<file path="src/rtl/bram_load_ctrl.sv">
// Streams words into NUMBER_SUPPORTED_FILTERS BRAM banks, filling each bank from address 0 up to a latched max.
// Optional abort input is enabled by defining BRAM_LOAD_CTRL_ABORT_EN.
module bram_load_ctrl #(
    parameter int NUMBER_SUPPORTED_FILTERS = 30,
    parameter int BRAM_ADDR_WIDTH          = 11,
    parameter int DATA_WIDTH               = 16
) (
    input  logic                                        clk_i,
    input  logic                                        general_rst_n_i,
    input  logic                                        order_load_bram_i,
    input  logic [BRAM_ADDR_WIDTH-1:0]                  bram_addr_max_i,
`ifdef BRAM_LOAD_CTRL_ABORT_EN
    input  logic                                        abort_i,
`endif
    input  logic                                        data_valid_i,
    input  logic [DATA_WIDTH-1:0]                       data_i,
    output logic                                        data_ready_o,
    output logic [NUMBER_SUPPORTED_FILTERS-1:0]         bram_wr_en_o,
    output logic [BRAM_ADDR_WIDTH-1:0]                  bram_addr_o,
    output logic [DATA_WIDTH-1:0]                       bram_data_o,
    output logic [$clog2(NUMBER_SUPPORTED_FILTERS)-1:0] sel_filter_o,
    output logic                                        bram_ready_o,
    output logic                                        load_done_o
);

    localparam int FW = $clog2(NUMBER_SUPPORTED_FILTERS);

    typedef enum logic [1:0] {
        IDLE  = 2'd0,
        LATCH = 2'd1,
        LOAD  = 2'd2,
        DONE  = 2'd3
    } state_t;

    state_t                        state_r;
    state_t                        state_next_s;
    logic [BRAM_ADDR_WIDTH-1:0]    max_r;
    logic [BRAM_ADDR_WIDTH-1:0]    addr_cnt_r;
    logic [FW-1:0]                 filt_cnt_r;
    logic [NUMBER_SUPPORTED_FILTERS-1:0] wr_en_r;
    logic [BRAM_ADDR_WIDTH-1:0]    addr_r;
    logic [DATA_WIDTH-1:0]         data_r;
    logic [FW-1:0]                 sel_r;
    logic                          data_ready_r;
    logic                          bram_ready_r;
    logic                          load_done_r;
    logic                          abort_s;
    logic                          xfer_s;
    logic                          addr_last_s;
    logic                          filt_last_s;

    function automatic logic [NUMBER_SUPPORTED_FILTERS-1:0] onehot_f(input logic [FW-1:0] idx);
        logic [NUMBER_SUPPORTED_FILTERS-1:0] vec;
        vec      = '0;
        vec[idx] = 1'b1;
        return vec;
    endfunction

`ifdef BRAM_LOAD_CTRL_ABORT_EN
    assign abort_s = abort_i && ((state_r == LATCH) || (state_r == LOAD));
`else
    assign abort_s = 1'b0;
`endif

    assign xfer_s      = data_valid_i && (state_r == LOAD) && !abort_s;
    assign addr_last_s = (addr_cnt_r == max_r);
    assign filt_last_s = (filt_cnt_r == FW'(NUMBER_SUPPORTED_FILTERS - 1));

    // Next-state logic
    always_comb begin
        state_next_s = state_r;
        case (state_r)
            IDLE: begin
                if (order_load_bram_i) begin
                    state_next_s = LATCH;
                end else begin
                    state_next_s = IDLE;
                end
            end
            LATCH: begin
                if (abort_s) begin
                    state_next_s = IDLE;
                end else begin
                    state_next_s = LOAD;
                end
            end
            LOAD: begin
                if (abort_s) begin
                    state_next_s = IDLE;
                end else if (xfer_s && addr_last_s && filt_last_s) begin
                    state_next_s = DONE;
                end else begin
                    state_next_s = LOAD;
                end
            end
            DONE:    state_next_s = IDLE;
            default: state_next_s = IDLE;
        endcase
    end

    // State register and status flags, registered from the next state
    always_ff @(posedge clk_i or negedge general_rst_n_i) begin
        if (!general_rst_n_i) begin
            state_r      <= IDLE;
            data_ready_r <= 1'b0;
            bram_ready_r <= 1'b1;
            load_done_r  <= 1'b0;
        end else begin
            state_r      <= state_next_s;
            data_ready_r <= (state_next_s == LOAD);
            bram_ready_r <= (state_next_s == IDLE);
            load_done_r  <= (state_next_s == DONE);
        end
    end

    // Latched max and address/filter counters
    always_ff @(posedge clk_i or negedge general_rst_n_i) begin
        if (!general_rst_n_i) begin
            max_r      <= '0;
            addr_cnt_r <= '0;
            filt_cnt_r <= '0;
        end else if (state_r == LATCH) begin
            max_r      <= bram_addr_max_i;
            addr_cnt_r <= '0;
            filt_cnt_r <= '0;
        end else if (abort_s) begin
            addr_cnt_r <= '0;
            filt_cnt_r <= '0;
        end else if (xfer_s) begin
            if (addr_last_s) begin
                addr_cnt_r <= '0;
                // Counters return to zero after the final word of the final bank
                filt_cnt_r <= filt_last_s ? '0 : filt_cnt_r + FW'(1);
            end else begin
                addr_cnt_r <= addr_cnt_r + BRAM_ADDR_WIDTH'(1);
            end
        end else begin
            addr_cnt_r <= addr_cnt_r;
            filt_cnt_r <= filt_cnt_r;
        end
    end

    // BRAM write port, one cycle behind the accepted word
    always_ff @(posedge clk_i or negedge general_rst_n_i) begin
        if (!general_rst_n_i) begin
            wr_en_r <= '0;
            addr_r  <= '0;
            data_r  <= '0;
            sel_r   <= '0;
        end else if (xfer_s) begin
            wr_en_r <= onehot_f(filt_cnt_r);
            addr_r  <= addr_cnt_r;
            data_r  <= data_i;
            sel_r   <= filt_cnt_r;
        end else begin
            wr_en_r <= '0;
        end
    end

    assign data_ready_o = data_ready_r;
    assign bram_wr_en_o = wr_en_r;
    assign bram_addr_o  = addr_r;
    assign bram_data_o  = data_r;
    assign sel_filter_o = sel_r;
    assign bram_ready_o = bram_ready_r;
    assign load_done_o  = load_done_r;

endmodule

</file>
<file path="config.mk">
export PLATFORM = sky130hd
export DESIGN_NAME = bram_load_ctrl
export DESIGN_NICKNAME = d
export VERILOG_FILES = /design/src/rtl/bram_load_ctrl.sv
export SDC_FILE = /design/constraint.sdc
export NUM_CORES = 1
export LEC_CHECK = 0
export ABC_AREA = 1
export CELL_PAD_IN_SITES_DETAIL_PLACEMENT = 0
export CELL_PAD_IN_SITES_GLOBAL_PLACEMENT = 2
export CORE_ASPECT_RATIO = 1.4
export CORE_MARGIN = 2
export CORE_UTILIZATION = 31
export CTS_CLUSTER_SIZE = 20
export DETAILED_ROUTE_END_ITERATION = 7
export PLACE_DENSITY = 0.9
export SYNTH_ARGS = -nofsm -noshare
export SYNTH_HDL_FRONTEND = slang
export SYNTH_SLANG_ARGS = --single-unit
</file>
<file path="constraint.sdc">
create_clock -name clk_i -period 3.7 [get_ports clk_i]
set_input_delay 0.74 -clock clk_i [delete_from_list [all_inputs] [get_ports clk_i]]
set_output_delay 0.74 -clock clk_i [all_outputs]
set_load 0.05 [all_outputs]
</file>
==> reports/summary.txt, run 1 <==
result of the run: complete, no violations
fraction of the core area occupied by cells at floorplan: 31.5%
asr flop ratio synth: 100%
Post-Route Skew: 0.00652 ns
number of vias per cell: 4.42
Tmin final: 2.40 ns
CORE AREA: 12,200 um2
CTS buffer count: 9
number of failing setup endpoints in the final timing report: 0
per-cell routed wire length: 12.9 um
RSZ-0062 raised after global routing: no
delay of the slowest cell on the worst path: 0.80 ns
max-cap viol count: 0
Clk Latency, worst-skew pair: 0.34 ns
HPWL after detailed placement: 5930 um
cells in synth_stat.txt: 417
crit-path max FO: 1
number of optimization iterations in the first detailed-route pass: 4
leakage power: 2.45 nW
Reg clk slew, reported paths: 0.07 ns
Syn. warnings: 0
WP data required: 2.96 ns
Hold Worst Slack: 0.482 ns
flip-flop cell with the highest count after synthesis: sky130_fd_sc_hd__dfrtp_1
drt drc: 0
Tool Warnings: 31
ratio of cells with drive above 1 in the final layout: 6.41%
final routed wirelength across all metal layers: 8570 um
Worst Path Buf+Inv: 1
Post-synth area hogs: sky130_fd_sc_hd__dfrtp_1 (61%), sky130_fd_sc_hd__nand2_1 (14%), sky130_fd_sc_hd__nor2_1 (4.3%), sky130_fd_sc_hd__o21ai_0 (3.0%), sky130_fd_sc_hd__inv_1 (2.6%)
cells along the critical path: clkdlybuf4s50_1
measured slew at the worst slew-check pin: 1.00 ns
Synth top cell by count: sky130_fd_sc_hd__nand2_1
pwr/cell area: 787 nW/um2
yosys stat chip area: 3840 um2
summed instance area of the synthesized netlist: 3840 um2
floorplan die area: 13,300 um2
weighted congestion at the end of routability-driven global placement: 0.787
nets@finish: 549
mean cell area of the mapped netlist: 9.21 um2
Commonest cells post-synth: sky130_fd_sc_hd__nand2_1 (145), sky130_fd_sc_hd__dfrtp_1 (93), sky130_fd_sc_hd__nor2_1 (44)
==> run 1: final timing paths <==
path                                    end  slack [ns]  cells past startpoint
setup / recovery               bram_ready_o        1.30                      1
hold / removal               bram_addr_o[1]        0.48                      2
setup reg to reg              filt_cnt_r[4]        1.39                      7
hold reg to reg              bram_addr_o[1]        0.48                      2
max in group asynchronous  bram_wr_en_o[23]        2.35                      2
min in group asynchronous    bram_addr_o[8]        0.57                      1
==> run 1: cell type report <==
type,count,area [um2]
Fill cell,1228,6970
Sequential cell,94,2350
Multi-Input combinational cell,276,1290
Timing Repair Buffer,97,963
Clock buffer,9,225
Tap cell,150,188
Inverter,32,120
Clock inverter,7,80.1
==> run 1: report_power, final <==
part / internal [mW] / switching (mW)
registers: 1.31 / 0.188
logic: 0.532 / 1.13
clock network: 0.534 / 0.416
total: 2.37 / 1.74
==> run 1: metal layers <==
metal	up-vias	wire length [um]	track usage, %
li1	1475	-	-
met1	1387	3740	16.9
met2	75	4250	22.9
met5	-	0	0
met4	0	108	4.63
met3	5	475	3.35
==> run 1: flip-flops by register name, indices dropped and copies added (netlist names) <==
name          cells
load_done_o       1
bram_ready_o      1
state_r           2
addr_cnt_r       11
bram_wr_en_o     30
bram_addr_o      11
sel_filter_o      5
data_ready_o      1
max_r            11
bram_data_o      16
filt_cnt_r        5
==> run 1: kinds of logic (layout without fill, tap and decap cells) <==
| family | count (synthesis) | count (layout) | synth area share, % |
|---|---|---|---|
| AOI/OAI and AO/OA | 35 | 35 | 4.69 |
| DFF | 94 | 94 | 61.3 |
| adders and majority gates | 8 | 8 | 2.61 |
| buffers and inverters | 47 | 145 | 5.14 |
| and+or+nand+nor | 220 | 220 | 23.3 |
| xor gates and xnor gates | 13 | 13 | 2.96 |
==> run_1/io_fan.png <==
Drawn at 2 px/um.
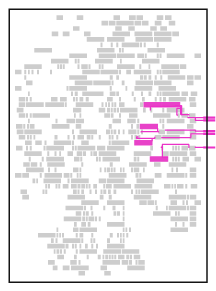
legend:
  magenta:
    port: `sel_filter_o`
    bits: 5
    direction: output
    edge: right
    end_cells: 5
    buffers: 5
    wire: 152 um
num ports: 96
tally of buffers added on design ports: 95

==> run_1/wires.png <==
Drawn at 3 px/um. Only two layers are drawn.
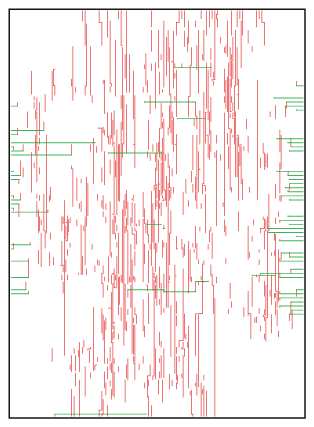
legend:
  red:
    layer: metal 2
    wire_length: 4,250 um
  green:
    layer: metal 3
    wire_length: 475 um

==> run_1/sizes.png <==
Drawn at 3 px/um.
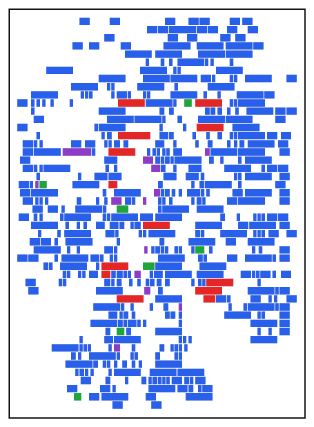
legend:
  red:
    size: _6 and larger
    cells: 13
  blue:
    size: _0 and _1 cells
    cells: 482
  green:
    size: _3 and _4 cells
    cells: 7
  purple:
    size: _2 cells
    cells: 13
PnR worst setup slack: 1.30 ns
Design Area, Final: 5220 um2
count of plain and timing-repair buffers: 97
Area Growth Syn to Fin: 35.9%

==> inputs of run 2 (changes only) <==
Settings changed: CORE_UTILIZATION 31 to 29, PLACE_DENSITY 0.9 to 0.86.
Clock period 3.7 ns to 2.5 ns, I/O delays scaled along.
==> run_2/wires.png <==
Drawn at 3 px/um. Only two layers are drawn.
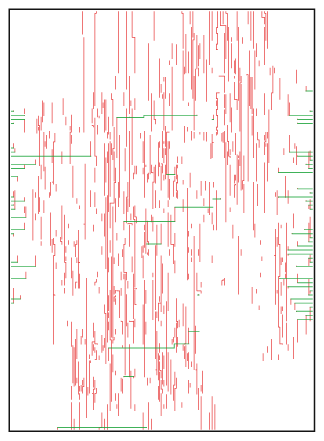
legend:
  green:
    layer: metal 3
    wire_length: 379 um
  red:
    layer: metal 2
    wire_length: 4,190 um

==> run_2/io_fan.png <==
Drawn at 2 px/um.
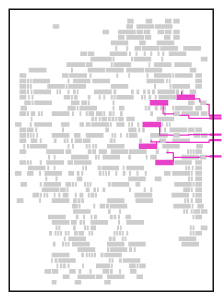
legend:
  magenta:
    port: `sel_filter_o`
    bits: 5
    direction: output
    edge: right
    end_cells: 5
    buffers: 5
    wire: 134 um

==> reports/summary.txt, run 2 <==
result of the run: complete, no violations (unchanged)
number of failing setup endpoints in the final timing report: 0 (unchanged)
leakage power: 2.46 nW (was 2.45 nW)
fill cell count: 1,290 (was 1,228)
fraction of power consumed by sequential logic: 36.2% (was 36.4%)
met1 layer usage reported by global route: 16.2% (was 16.9%)
portion of total power attributed to the clock network: 22.9% (was 23.1%)
final routed wirelength across all metal layers: 8610 um (was 8570 um)
floorplan die area: 14,200 um2 (was 13,300 um2)
Tool Warnings: 31 (unchanged)
number of antenna violations at the first check in global routing: 0 (unchanged)
Design Area, Final: 5250 um2 (was 5220 um2)
crit-path max FO: 1 (unchanged)
delay of the slowest cell on the worst path: 0.80 ns (about the same)
HPWL after detailed placement: 6190 um (was 5930 um)
Reg clk slew, reported paths: 0.06 ns (was 0.07 ns)
met2 track utilization from global routing: 20.5% (was 22.9%)
Worst Path Buf+Inv: 1 (unchanged)
net switching component of the power: 2.56 mW (was 1.74 mW)
Tmin final: 2.16 ns
pwr/cell area: 1160 nW/um2 (was 787 nW/um2)
Clk Latency, worst-skew pair: 0.35 ns (was 0.34 ns)
asr flop ratio synth: 100% (unchanged)
yosys stat chip area: 3840 um2 (unchanged)
PnR worst setup slack: 0.345 ns (was 1.30 ns)
measured slew at the worst slew-check pin: 0.528 ns (was 1.00 ns)
CORE AREA: 12,900 um2 (was 12,200 um2)
Synth top cell by count: sky130_fd_sc_hd__nand2_1 (unchanged)
flip-flop cell with the highest count after synthesis: sky130_fd_sc_hd__dfrtp_1 (unchanged)
Combinational Power Share: 40.8% (was 40.5%)
GR Layer Usage met3: 3.49% (was 3.35%)
Area Growth Syn to Fin: 36.6% (was 35.9%)
Commonest cells post-synth: sky130_fd_sc_hd__nand2_1 (145), sky130_fd_sc_hd__dfrtp_1 (93), sky130_fd_sc_hd__nor2_1 (44) (unchanged)
ratio of cells with drive above 1 in the final layout: 6.77% (was 6.41%)
weighted congestion at the end of routability-driven global placement: 0.770 (was 0.787)
number of unique standard cell types used by synthesis: 27 (unchanged)
WP data required: 2.00 ns (was 2.96 ns)
drt drc: 0 (unchanged)
layer with the highest usage after global routing: met2 (unchanged)
internal power contribution: 3.52 mW (was 2.37 mW)
nets@finish: 551 (was 549)
Hold Worst Slack: 0.113 ns (was 0.482 ns)
cells in synth_stat.txt: 417 (unchanged)
num ports: 96 (unchanged)
CTS buffer count: 9 (unchanged)
tally of buffers added on design ports: 95 (unchanged)
number of optimization iterations in the first detailed-route pass: 4 (unchanged)
cells along the critical path: clkdlybuf4s50_1 (unchanged)
summed instance area of the synthesized netlist: 3840 um2 (unchanged)
Post-synth area hogs: sky130_fd_sc_hd__dfrtp_1 (61%), sky130_fd_sc_hd__nand2_1 (14%), sky130_fd_sc_hd__nor2_1 (4.3%), sky130_fd_sc_hd__o21ai_0 (3.0%), sky130_fd_sc_hd__inv_1 (2.6%) (unchanged)
Post-Route Skew: 0.00656 ns (was 0.00652 ns)
[run 2: cell counts after synthesis]
No cell type changed its count.
[run 2: metal layers]
layer | vias to the layer above | share of wire, %
met5 | - | 0
met4 | 0 | 1.5
met1 | 1364 | 45
li1 | 1478 | -
met2 | 78 | 49
met3 | 8 | 4.4
[run 2: final cells by class]
type	instances	area [um2]	area share [%]
multi-input cells	276	1290	24.6
clock inverters	7	77.6	1.48
well taps	153	191	3.65
repair buffers	99	991	18.9
inverters	32	120	2.29
clock buffers	9	225	4.29
flip-flops and latches	94	2350	44.8
[run 2: kinds of logic (layout without fill, tap and decap cells)]
group	count (synthesis)	count (layout)	synth area share, %
simple gates	220	220	23.3
flops	94	94	61.3
buf+inv	47	147	5.14
compound gates	35	35	4.69
xor+xnor	13	13	2.96
fa+ha+maj	8	8	2.61
[run 2: power by group through the flow]
| stage | Clock (mW) | Combinational [mW] | Sequential [mW] |
|---|---|---|---|
| global placement | 0 | 2.48 | 2.23 |
| floorplan | 0 | 0.941 | 2.98 |
| CTS | 1.44 | 2.52 | 2.21 |
| global route | 1.50 | 2.71 | 2.27 |
| detailed placement | 0 | 2.51 | 2.23 |
| finish | 1.39 | 2.48 | 2.20 |
[run 2: worst paths after layout]
| check | start | end | slack, ns | cells past startpoint |
|---|---|---|---|---|
| setup / recovery | bram_ready_o | bram_ready_o | 0.34 | 1 |
| hold / removal | general_rst_n_i | max_r[8] | 0.11 | 1 |
| setup reg to reg | state_r[0] | data_ready_o | 0.72 | 9 |
| hold reg to reg | bram_data_o[12] | bram_data_o[12] | 0.48 | 2 |
| max in group asynchronous | general_rst_n_i | bram_wr_en_o[22] | 1.72 | 2 |
| min in group clk_i | bram_data_o[12] | bram_data_o[12] | 0.48 | 2 |
Power is estimated from default activity; no workload was simulated.
